## src/rtl/mul_acc_pkg.sv

```systemverilog
// Shared definitions for the MUL8 dot-product controller: state encoding and
// datapath widths.
package mul_acc_pkg;

  localparam int ACC_W   = 24;
  localparam int COUNT_W = 4;

  typedef enum logic [1:0] {
    S_WAIT_IN = 2'b00,
    S_MUL     = 2'b01,
    S_OUT     = 2'b10
  } state_t;

endpackage

```

## src/rtl/mul_accumulator.sv

```systemverilog
// Drives operand pairs onto an external combinational 8x8 multiplier and
// accumulates N products into a dot-product sum handed out over valid/ready.
module mul_accumulator
  import mul_acc_pkg::*;
#(
  parameter int N = 4
) (
  input  logic             clock,
  input  logic             reset_,
  input  logic [7:0]       in_x,
  input  logic [7:0]       in_y,
  input  logic             in_valid,
  output logic             in_ready,
  output logic [7:0]       mul_x,
  output logic [7:0]       mul_y,
  input  logic [15:0]      mul_m,
  output logic [ACC_W-1:0] sum,
  output logic             out_valid,
  input  logic             out_ready
);

  state_t             state, state_nxt;
  logic [7:0]         x_q, x_nxt;
  logic [7:0]         y_q, y_nxt;
  logic [ACC_W-1:0]   acc, acc_nxt;
  logic [COUNT_W-1:0] count, count_nxt;

  function automatic logic [ACC_W-1:0] zext_prod(input logic [15:0] p);
    return ACC_W'(p);
  endfunction

  always_comb begin
    state_nxt = state;
    x_nxt     = x_q;
    y_nxt     = y_q;
    acc_nxt   = acc;
    count_nxt = count;
    case (state)
      S_WAIT_IN: begin
        if (in_valid) begin
          x_nxt     = in_x;
          y_nxt     = in_y;
          state_nxt = S_MUL;
        end
      end
      S_MUL: begin
        // Operands have been stable since the accept edge, so mul_m is settled here.
        acc_nxt = acc + zext_prod(mul_m);
        if (count == COUNT_W'(N - 1)) begin
          state_nxt = S_OUT;
        end else begin
          count_nxt = count + COUNT_W'(1);
          state_nxt = S_WAIT_IN;
        end
      end
      S_OUT: begin
        if (out_ready) begin
          acc_nxt   = '0;
          count_nxt = '0;
          state_nxt = S_WAIT_IN;
        end
      end
      default: state_nxt = S_WAIT_IN;
    endcase
  end

  always_ff @(posedge clock or negedge reset_) begin
    if (!reset_) begin
      state <= S_WAIT_IN;
      x_q   <= '0;
      y_q   <= '0;
      acc   <= '0;
      count <= '0;
    end else begin
      state <= state_nxt;
      x_q   <= x_nxt;
      y_q   <= y_nxt;
      acc   <= acc_nxt;
      count <= count_nxt;
    end
  end

  assign mul_x     = x_q;
  assign mul_y     = y_q;
  assign sum       = acc;
  assign in_ready  = (state == S_WAIT_IN);
  assign out_valid = (state == S_OUT);

endmodule

```

## config.mk

```make
export PLATFORM = sky130hd
export DESIGN_NAME = mul_accumulator
export DESIGN_NICKNAME = d
export VERILOG_FILES = /design/src/rtl/mul_acc_pkg.sv /design/src/rtl/mul_accumulator.sv
export SDC_FILE = /design/constraint.sdc
export NUM_CORES = 1
export LEC_CHECK = 0
export ABC_AREA = 1
export CAP_MARGIN = 20
export CORE_MARGIN = 8
export CORE_UTILIZATION = 40
export CTS_CLUSTER_DIAMETER = 80
export DETAILED_ROUTE_END_ITERATION = 12
export GPL_TIMING_DRIVEN = 0
export PLACE_DENSITY_LB_ADDON = 0.1
export SLEW_MARGIN = 20
export SYNTH_ARGS = -nofsm -noshare
export SYNTH_HDL_FRONTEND = slang
export SYNTH_SLANG_ARGS = --single-unit
```

## constraint.sdc

```tcl
create_clock -name clock -period 2.51 [get_ports clock]
set_input_delay 0.502 -clock clock [delete_from_list [all_inputs] [get_ports clock]]
set_output_delay 0.502 -clock clock [all_outputs]
set_load 0.03 [all_outputs]
```

==> deck_impl_summary.md <==
Physical Implementation Snapshot

Layout
  • Largest area class, layout: logic gates
  • Flip-flop count of the largest register, all copies and words added: 24
  • Filler Cells Inserted: 765
  • Clock-cell share of area: 2.66%

Logic synthesis
  • Area fraction in compound gates after synthesis: 8.45%
  • Synthesized registers: 46
  • Main logic family after synthesis: simple AND/OR/NAND/NOR gates
  • Portion of the post-synthesis area used by sequential elements: between 30% and 40%
  • Synth area leader: dfrtp_1
  • MUX area fraction: 0%

Placed design
  • Number of port buffers: 77
  • Last weighted congestion value of the routability-driven placer: 0.907
  • Place WS: 0.0177 ns

Pwr
  • P_int: 2260 uW
  • Pwr per Cell Area: ~1100 nW/um^2

Timing
  • Slew headroom: 63.5%
  • Number of pins exceeding their max-slew limit in the final report: 0
  • Worst setup margin: 0.339 ns

Run status
  • Status: finished clean

Detailed routing
  • Number of nets with antenna violations after detailed routing: 0

Setup path
  • Crit path arrival time: 1.67 ns
  • Largest fanout of any net on the critical path: 3
  • CP startpoint kind: flip-flop

Die
  • FP Core Util: 40.7%

Clock network
  • Number of buffers inserted by hold repair at cts: 0
## Yosys cell counts, drive strengths merged
library cell,number
nand2,203
inv,57
dfrtp,46
nor2,38
nand3,31
a21oi,21
o21ai,18
ha,17
nand4,7
buf,5
a22o,2
nor3,2
o21bai,2
a32o,1
clkinv,1
fa,1
nand3b,1
nor3b,1
o22ai,1
o31ai,1
or2,1
xor2,1
## metal layers
| layer | GRT usage (%) | vias to the layer above | wire length, um |
|---|---|---|---|
| met4 | 4.86 | 0 | 148 |
| met5 | 0 | - | 0 |
| met3 | 6.51 | 12 | 719 |
| li1 | - | 1619 | - |
| met2 | 26.9 | 74 | 3830 |
| met1 | 17.9 | 1383 | 3700 |
## critical path, stage by stage, from the launching register on
cell and delay [ns]:
dfrtp_1 0.45, nor2_1 0.21, clkdlybuf4s50_1 0.71
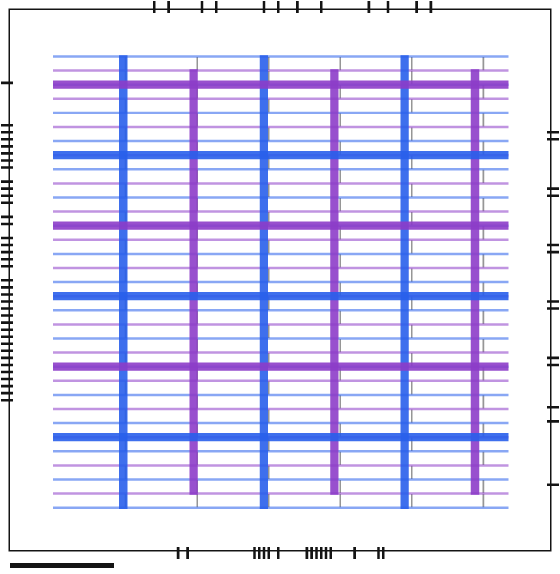
Fig. 1. Floorplan with the power grid.
Scale bar: 20 um. Pins as bars on the die edge. Tap cells in grey.
VSS: marked blue. VDD: marked purple.
The core has 32 rows. 33 met1 rails follow the rows. 6 straps on met5. 78 signal pins sit on the boundary.
maximum resistive drop on vdd: 0.398 mV
core area: 7650 sq um
y dimension of the die: 104 um
horizontal die dimension: 104 um

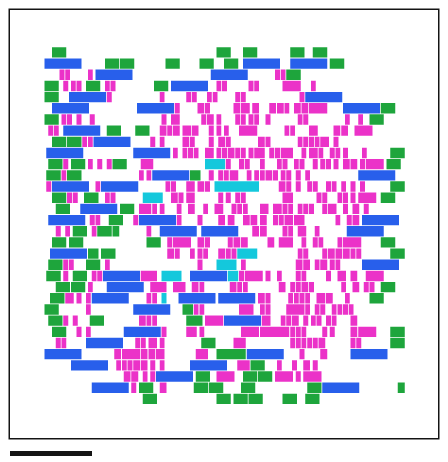
Fig. 2. Placement by cell class.
Scale bar: 20 um.
all other logic: marked magenta, cells 407. clock drivers and dummy loads: marked cyan, cells 8. flip-flops: marked blue, cells 46. other buffers and delay cells: marked green, cells 83.
post-route cell area: 4130 sq um
fraction of the core area covered by cells at the end of the flow: 54.0%
Rows: 32
sequential cell area share: 27.9%

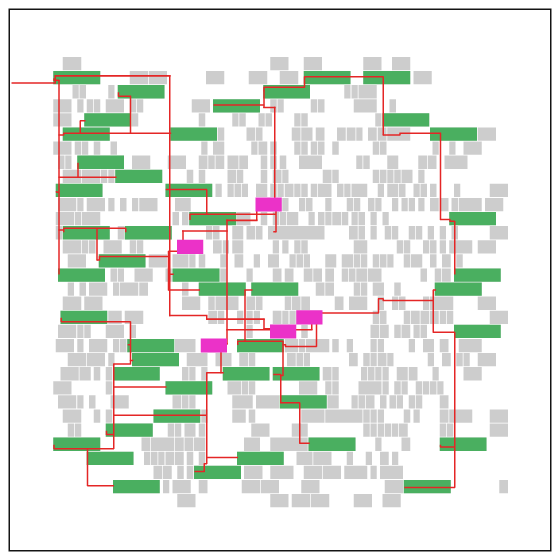
Fig. 3. Clock wires, drivers and flops.
clock wires: marked red, length 740 um. cells driving clock nets: marked magenta, count 5. flip-flops: marked green, count 46.
Position of the flops: spread over the die. There are 6 routed clock nets.
power drawn by the clock network: 573 uW
Clk network pwr share: 13.1%
Clock Skews: 0.00581 ns
worst-skew pair later-pin latency: 0.30 ns

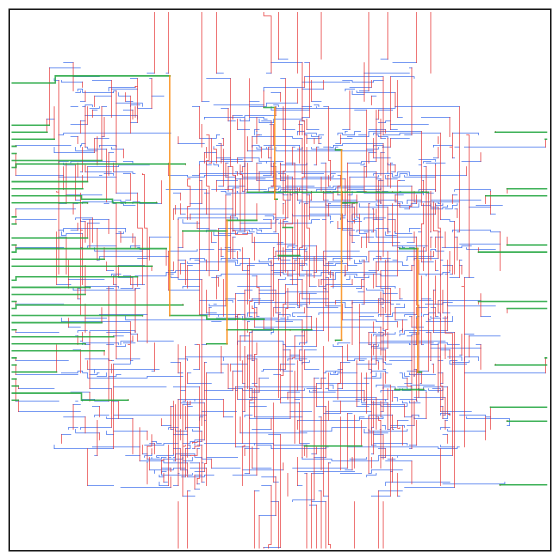
Fig. 4. Metal layers overlaid.
met1: marked blue, wire length 3700 um. met4: marked orange, wire length 148 um. met3: marked green, wire length 719 um. met2: marked red, wire length 3830 um.
vias post-DR: 3088
total detailed-routing wirelength: 8400 um
GRT Resource Usage Total: 15.9%
routed wirelength normalized by instance count: 13.0 um

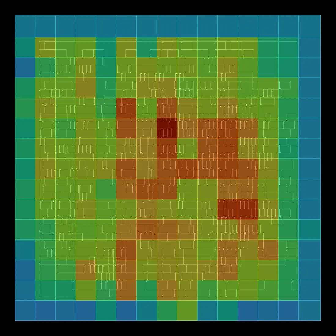
Fig. 5. Congestion heat map.
busiest metal layer after global routing: met2
met2 global-route usage: 26.9%
GR met1 Demand/Resource: 17.9%

Power is estimated from default activity; no workload was simulated.
